detail.png
Region (75, 87) to (125, 137) um. Cells in gray, sequential cells in the stronger gray; small squares are vias.
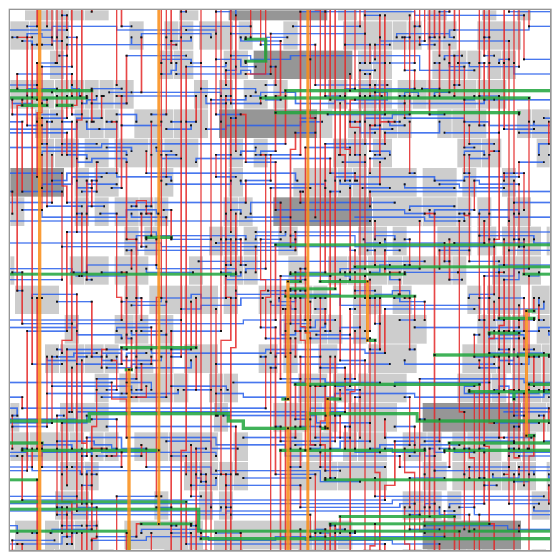
placement.png
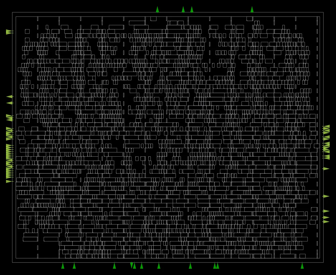
--- src/rtl/circular_step_generator_pkg.sv ---
// -----------------------------------------------------------------------------
// Processor_PKG
// Shared types for the circular-arc step generator.
//   BYTE_BITS        : default coordinate width
//   CircStepState_t  : FSM state encoding of circular_step_generator
//   step_move_t      : one unit axis move (enable + direction per axis,
//                      direction 1 = +1, 0 = -1)
// -----------------------------------------------------------------------------
package Processor_PKG;

  localparam int BYTE_BITS = 8;

  typedef enum logic [1:0] {
    ST_IDLE = 2'd0,
    ST_LOAD = 2'd1,
    ST_STEP = 2'd2,
    ST_DONE = 2'd3
  } CircStepState_t;

  typedef struct packed {
    logic x_en;
    logic x_dir;
    logic y_en;
    logic y_dir;
  } step_move_t;

endpackage

--- src/rtl/circular_step_generator_chooser.sv ---
// -----------------------------------------------------------------------------
// circular_step_chooser
// Purely combinational move selection for one step along a circular arc.
// Picks the tangent direction from the quadrant of the current point and,
// when both axes may move, the axis whose resulting error term is smaller.
//   i_is_cw      : 1 = clockwise, 0 = counter-clockwise
//   i_cur_x/y    : current point relative to the arc centre (signed)
//   i_err        : x^2 + y^2 - r^2 at the current point
//   o_move       : chosen axis move (exactly one enable set)
//   o_next_err   : error term after the chosen move
// -----------------------------------------------------------------------------
module circular_step_chooser
  import Processor_PKG::*;
#(
  parameter int NUM_BITS = BYTE_BITS
) (
  input  logic                         i_is_cw,
  input  logic signed [NUM_BITS-1:0]   i_cur_x,
  input  logic signed [NUM_BITS-1:0]   i_cur_y,
  input  logic signed [2*NUM_BITS+1:0] i_err,
  output step_move_t                   o_move,
  output logic signed [2*NUM_BITS+1:0] o_next_err
);

  localparam int ERR_BITS = 2 * NUM_BITS + 2;
  localparam logic signed [ERR_BITS-1:0] ONE = ERR_BITS'(1);

  logic signed [ERR_BITS-1:0] w_two_x;
  logic signed [ERR_BITS-1:0] w_two_y;
  logic signed [ERR_BITS-1:0] w_ex;
  logic signed [ERR_BITS-1:0] w_ey;
  logic signed [ERR_BITS-1:0] w_abs_ex;
  logic signed [ERR_BITS-1:0] w_abs_ey;
  logic                       w_sx_nz;
  logic                       w_sx_pos;
  logic                       w_sy_nz;
  logic                       w_sy_pos;

  // NOTE: every output of a combinational block gets a default before any
  // branch; a path that leaves a variable unassigned would infer a latch.
  always_comb begin
    o_move     = '0;
    o_next_err = '0;

    // Sign-extend before doubling so the error arithmetic never wraps.
    w_two_x = ERR_BITS'(i_cur_x) + ERR_BITS'(i_cur_x);
    w_two_y = ERR_BITS'(i_cur_y) + ERR_BITS'(i_cur_y);

    // Quadrant-derived tangent: x follows -sign(y) for CCW, +sign(y) for CW;
    // y follows +sign(x) for CCW, -sign(x) for CW. "_nz" false means sign 0.
    w_sx_nz  = (i_cur_y != '0);
    w_sx_pos = i_is_cw ? ~i_cur_y[NUM_BITS-1] : i_cur_y[NUM_BITS-1];
    w_sy_nz  = (i_cur_x != '0);
    w_sy_pos = i_is_cw ? i_cur_x[NUM_BITS-1] : ~i_cur_x[NUM_BITS-1];

    // (c +/- 1)^2 - c^2 = +/-2c + 1
    w_ex = w_sx_pos ? (i_err + w_two_x + ONE) : (i_err - w_two_x + ONE);
    w_ey = w_sy_pos ? (i_err + w_two_y + ONE) : (i_err - w_two_y + ONE);

    w_abs_ex = w_ex[ERR_BITS-1] ? -w_ex : w_ex;
    w_abs_ey = w_ey[ERR_BITS-1] ? -w_ey : w_ey;

    if (!w_sx_nz) begin
      o_move.y_en  = 1'b1;
      o_move.y_dir = w_sy_pos;
      o_next_err   = w_ey;
    end else if (!w_sy_nz || (w_abs_ex <= w_abs_ey)) begin
      o_move.x_en  = 1'b1;
      o_move.x_dir = w_sx_pos;
      o_next_err   = w_ex;
    end else begin
      o_move.y_en  = 1'b1;
      o_move.y_dir = w_sy_pos;
      o_next_err   = w_ey;
    end
  end

endmodule

--- src/rtl/circular_step_generator.sv ---
// -----------------------------------------------------------------------------
// circular_step_generator
// Emits a sequence of unit X/Y steps that trace a circular arc around the
// origin, one step per accepted valid/ready handshake.
//   clk, reset              : clock, asynchronous active-low reset
//   start / ready           : arc request, accepted only while ready (IDLE)
//   is_cw, start_x, start_y,
//   r, num_steps            : arc parameters, sampled on accept
//   step_valid / step_ready : step handshake towards the motor stage
//   step_{x,y}_{en,dir}     : presented move, dir 1 = +1, 0 = -1
//   cur_x, cur_y            : current position relative to the centre
//   done                    : one-cycle pulse when the arc completes
// -----------------------------------------------------------------------------
module circular_step_generator
  import Processor_PKG::*;
#(
  parameter int NUM_BITS = BYTE_BITS
) (
  input  logic                  clk,
  input  logic                  reset,
  input  logic                  start,
  output logic                  ready,
  input  logic                  is_cw,
  input  logic [NUM_BITS-1:0]   start_x,
  input  logic [NUM_BITS-1:0]   start_y,
  input  logic [NUM_BITS-1:0]   r,
  input  logic [NUM_BITS+2:0]   num_steps,
  output logic                  step_valid,
  input  logic                  step_ready,
  output logic                  step_x_en,
  output logic                  step_x_dir,
  output logic                  step_y_en,
  output logic                  step_y_dir,
  output logic [NUM_BITS-1:0]   cur_x,
  output logic [NUM_BITS-1:0]   cur_y,
  output logic                  done
);

  localparam int STEP_BITS = NUM_BITS + 3;
  localparam int ERR_BITS  = 2 * NUM_BITS + 2;

  CircStepState_t              r_state;
  CircStepState_t              w_next_state;
  logic                        r_is_cw;
  logic [NUM_BITS-1:0]         r_r;
  logic [STEP_BITS-1:0]        r_num_steps;
  logic [STEP_BITS-1:0]        r_remaining;
  logic signed [NUM_BITS-1:0]  r_cur_x;
  logic signed [NUM_BITS-1:0]  r_cur_y;
  logic signed [ERR_BITS-1:0]  r_err;

  step_move_t                  w_move;
  logic signed [ERR_BITS-1:0]  w_next_err;
  logic signed [ERR_BITS-1:0]  w_cx;
  logic signed [ERR_BITS-1:0]  w_cy;
  logic signed [ERR_BITS-1:0]  w_rr;
  logic signed [ERR_BITS-1:0]  w_load_err;
  logic [NUM_BITS-1:0]         w_x_delta;
  logic [NUM_BITS-1:0]         w_y_delta;
  logic                        w_fire;

  circular_step_chooser #(
    .NUM_BITS (NUM_BITS)
  ) u_chooser (
    .i_is_cw    (r_is_cw),
    .i_cur_x    (r_cur_x),
    .i_cur_y    (r_cur_y),
    .i_err      (r_err),
    .o_move     (w_move),
    .o_next_err (w_next_err)
  );

  // Initial error of the start point; coordinates sign-extend, radius is
  // unsigned and zero-extends.
  assign w_cx       = ERR_BITS'(r_cur_x);
  assign w_cy       = ERR_BITS'(r_cur_y);
  assign w_rr       = ERR_BITS'(r_r);
  assign w_load_err = w_cx * w_cx + w_cy * w_cy - w_rr * w_rr;

  // +1 when dir=1, all-ones (-1) when dir=0.
  assign w_x_delta = {{(NUM_BITS-1){~w_move.x_dir}}, 1'b1};
  assign w_y_delta = {{(NUM_BITS-1){~w_move.y_dir}}, 1'b1};

  assign cur_x = r_cur_x;
  assign cur_y = r_cur_y;

  // NOTE: state registers use non-blocking assignments so every flop samples
  // the pre-edge value of every other flop, independent of statement order.
  always_ff @(posedge clk or negedge reset) begin
    if (!reset) begin
      r_state <= ST_IDLE;
    end else begin
      r_state <= w_next_state;
    end
  end

  always_comb begin
    w_next_state = r_state;
    ready        = 1'b0;
    step_valid   = 1'b0;
    done         = 1'b0;
    unique case (r_state)
      ST_IDLE: begin
        ready = 1'b1;
        if (start) w_next_state = ST_LOAD;
      end
      ST_LOAD: begin
        w_next_state = (r_num_steps == '0) ? ST_DONE : ST_STEP;
      end
      ST_STEP: begin
        step_valid = 1'b1;
        if (step_ready && (r_remaining == STEP_BITS'(1))) w_next_state = ST_DONE;
      end
      ST_DONE: begin
        done         = 1'b1;
        w_next_state = ST_IDLE;
      end
      default: w_next_state = ST_IDLE;
    endcase

    // Step outputs depend only on registered state, so they hold steady
    // for as long as the motor stage stalls.
    step_x_en  = step_valid & w_move.x_en;
    step_x_dir = step_valid & w_move.x_dir;
    step_y_en  = step_valid & w_move.y_en;
    step_y_dir = step_valid & w_move.y_dir;
    w_fire     = step_valid & step_ready;
  end

  always_ff @(posedge clk or negedge reset) begin
    if (!reset) begin
      r_is_cw     <= 1'b0;
      r_r         <= '0;
      r_num_steps <= '0;
      r_remaining <= '0;
      r_cur_x     <= '0;
      r_cur_y     <= '0;
      r_err       <= '0;
    end else begin
      if (ready && start) begin
        r_is_cw     <= is_cw;
        r_r         <= r;
        r_num_steps <= num_steps;
        r_cur_x     <= start_x;
        r_cur_y     <= start_y;
      end
      if (r_state == ST_LOAD) begin
        r_err       <= w_load_err;
        r_remaining <= r_num_steps;
      end
      if (w_fire) begin
        if (w_move.x_en) r_cur_x <= r_cur_x + w_x_delta;
        if (w_move.y_en) r_cur_y <= r_cur_y + w_y_delta;
        r_err       <= w_next_err;
        r_remaining <= r_remaining - STEP_BITS'(1);
      end
    end
  end

endmodule

--- config.mk ---
export PLATFORM = sky130hd
export DESIGN_NAME = circular_step_generator
export DESIGN_NICKNAME = d
export VERILOG_FILES = /design/src/rtl/circular_step_generator_pkg.sv /design/src/rtl/circular_step_generator_chooser.sv /design/src/rtl/circular_step_generator.sv
export SDC_FILE = /design/constraint.sdc
export NUM_CORES = 1
export LEC_CHECK = 0
export ABC_AREA = 1
export CORE_ASPECT_RATIO = 0.8
export CORE_MARGIN = 2
export CORE_UTILIZATION = 55
export CTS_CLUSTER_DIAMETER = 30
export DETAILED_ROUTE_END_ITERATION = 8
export GPL_TIMING_DRIVEN = 0
export PLACE_DENSITY_LB_ADDON = 0.3
export SYNTH_ARGS = -nofsm -noshare
export SYNTH_HDL_FRONTEND = slang
export SYNTH_SLANG_ARGS = --single-unit
--- constraint.sdc ---
create_clock -name clk -period 18.2 [get_ports clk]
set_input_delay 2.73 -clock clk [delete_from_list [all_inputs] [get_ports clk]]
set_output_delay 2.73 -clock clk [all_outputs]
set_load 0.01 [all_outputs]
==> flow_metrics.tcl <==
# flow metrics
set metrics [dict create \
    first_iter_violations 1530 \
    worst_r2r_path_depth 33 \
    edf_count 0 \
    drt_first_pass_iters 7 \
    die_x_um 200 \
    fin_area_um2 18300 \
    io_buffers 62 \
    cts_max_path_buffers 2 \
    core_um2 30200 \
    wl_met1_um 24300 \
    dr.max_layer_used "met5" \
    tritoncts "done" \
    rsz0062_at_grt "false" \
    hp-class "register to register" \
    ant_nets 0 \
    worstMarginPinSlew_ns 1.08 \
    grt_pass1_vias 15500 \
    postCtsSetupRepairBufs 0 \
    yosys_cells 2388 \
    synth_warnings 0 \
    fin_hold_ws_ns 0.503 \
    hpwl_um 43500 \
    htree_levels 3 \
    synth_chip_area_um2 16800 \
    warnings 75 \
    antenna_found_initial 1 \
    critPathMaxStageDelay_ns 0.56 \
    finalClockPeriodUsage 0.541 \
    critical-path-top-delay-family "adder cells" \
    num_vias 16100 \
    syn_area_um2 16800 \
    top_usage_layer "met1" \
    clock_latency_ns 0.37 \
    status "finished, final reports clean" \
    drc 0 \
    syn_inst 2388 \
    grt_pass1_wl_um 81600 \
    cts_sinks 67 \
    relSlewSlack 0.277 \
    ys_ff 67 \
    grt_use_met2 0.472 \
    ys_seq_frac 0.0995 \
    grt_start_max_net_pins 44 \
    cts_buffers 9 \
    die_h_um 161 \
    gp_congestion 0.962 \
    layout_setup_ws_ns 8.35 \
    period_minus_slack_ns 9.85 \
    die_area_um2 32100 \
    worstPathRequired_ns 18.50 \
    path_depth 33 \
    nets 2907 \
    tns_ns 0 \
    critPathCaptureType "register" \
    cp.arrival_ns 10.15 \
    dp_cells 2864 \
    finalMaxSlewViolations 0 \
    root_buffer "clkbuf_16" \
    cp_slowest_cell "fa_1" \
    synth.most_common_cell "nand2_1" \
    drt-total-wl_um 51600 \
    holdPathStages 2 \
    ctsResizeCount 0 \
    fmax_mhz 102 \
    synthArstFlopShare 1.00 \
    place_ws_ns 8.51 \
    ys_top_cells_by_count "486 x nand2_1, 478 x inv_1, 239 x ha_1" \
    ys.flop_type "dfrtp_1" \
    nFillCells 2816 \
    pin_count 63 \
    cts_hold_buf 0 \
    topCellsByArea "fa_1 20%, ha_1 18%, nand2_1 11%" \
    drive_above_1_share 0.0426 \
    setup_viol 0 \
    fin_skew_ns 0.0155 \
    crit_buf_inv 7 \
    met1_usage 0.505 \
    crit_path_frequent_cell "fa_1" \
    yosys.area.top_type "fa_1" \
    post_drt_wl_per_cell_um 17.9 \
    hold_viol 0 \
    syn_avg_cell_area_um2 7.06 \
    maxCapViolCount 0 \
    fp_nets 2833 \
    cp_max_fo 9 \
    grt_remaining_overflow 0 \
    ys_types 56 \
    wl_met2_um 20900 \
    startpoint_type "register" \
    track_usage 0.330 \
    clk_pin_slew_ns 0.08 \
    placed_area_um2 18000 \
    vias_per_cell 5.58 \
    wl_met3_um 5210 \
    synth_top_area_share 0.197 \
    area_growth_pct 8.88 \
    grtUsageMet3 0.0706 \
    fp_util 0.557 \
    path_class "register to register" \
]
## Picture notes: detail.png
Blue is metal 1. Red is metal 2. Green is metal 3. Orange is metal 4.
245 logic cells have their middle in the window. Most frequent: nand2_1 (61), nor2_1 (34), inv_1 (31). Netlist names of flops here include r_err (6). Sequential cells in the window: 6.

## Picture notes: placement.png
Core Util, Final: 0.607
# rows: 57
Post-Layout Cell Count: 2881
Tapcell Cnt: 413
flop count: 67

## sequential cells by signal, indices dropped and copies added, names as in the netlist
register / count
r_num_steps: 11
cur_x: 8
r_err: 18
r_remaining: 11
r_r: 8
r_is_cw: 1
cur_y: 8
r_state: 2
## cells by family after synthesis
logic type,after synthesis,share of synthesized area
XOR/XNOR,84,0.0441
buffers and inverters,547,0.125
multiplexers,3,0.00200
adder cells (fa/ha/maj),405,0.375
flip-flops,67,0.0995
AND-OR/OR-AND,327,0.110
AND/OR/NAND/NOR,955,0.245
## path summary, 6_finish.rpt
kind                                        to  slack (ns)            from
max in group asynchronous       r_num_steps[2]       15.29           reset
worst max-delay path                 r_err[17]        8.35          r_r[7]
worst min-delay path            r_remaining[2]        0.50  r_num_steps[2]
worst max register to register       r_err[17]        8.35          r_r[7]
worst min register to register  r_remaining[2]        0.50  r_num_steps[2]
min in group asynchronous            r_err[13]        2.30           reset
## cell type report
cell class                 count  area, um^2  share of cell area
tap                          413         517              0.0282
inverter                     496        1860               0.102
buffer                        51         236              0.0129
clock inverter                 7         106             0.00580
antenna                        1        2.50            0.000136
clock buffer                   9         225              0.0123
multi-input combinational   1774       13100               0.713
timing repair buffer          63         646              0.0352
sequential                    67        1680              0.0914
## cells in the final DEF, fill, tap and decap left out, drive strengths merged, types with 19 or more instances in the layout
cell type,synthesis,layout
fa,166,166
o21ai,104,104
inv,496,500
xnor2,25,25
xor2,59,59
nor3,24,24
clkbuf,35,44
nand2,499,499
o211ai,19,19
ha,239,239
nand3,177,177
nor2,188,188
a21oi,150,150
clkdlybuf4s50,0,61
nand4,36,36
dfrtp,67,67
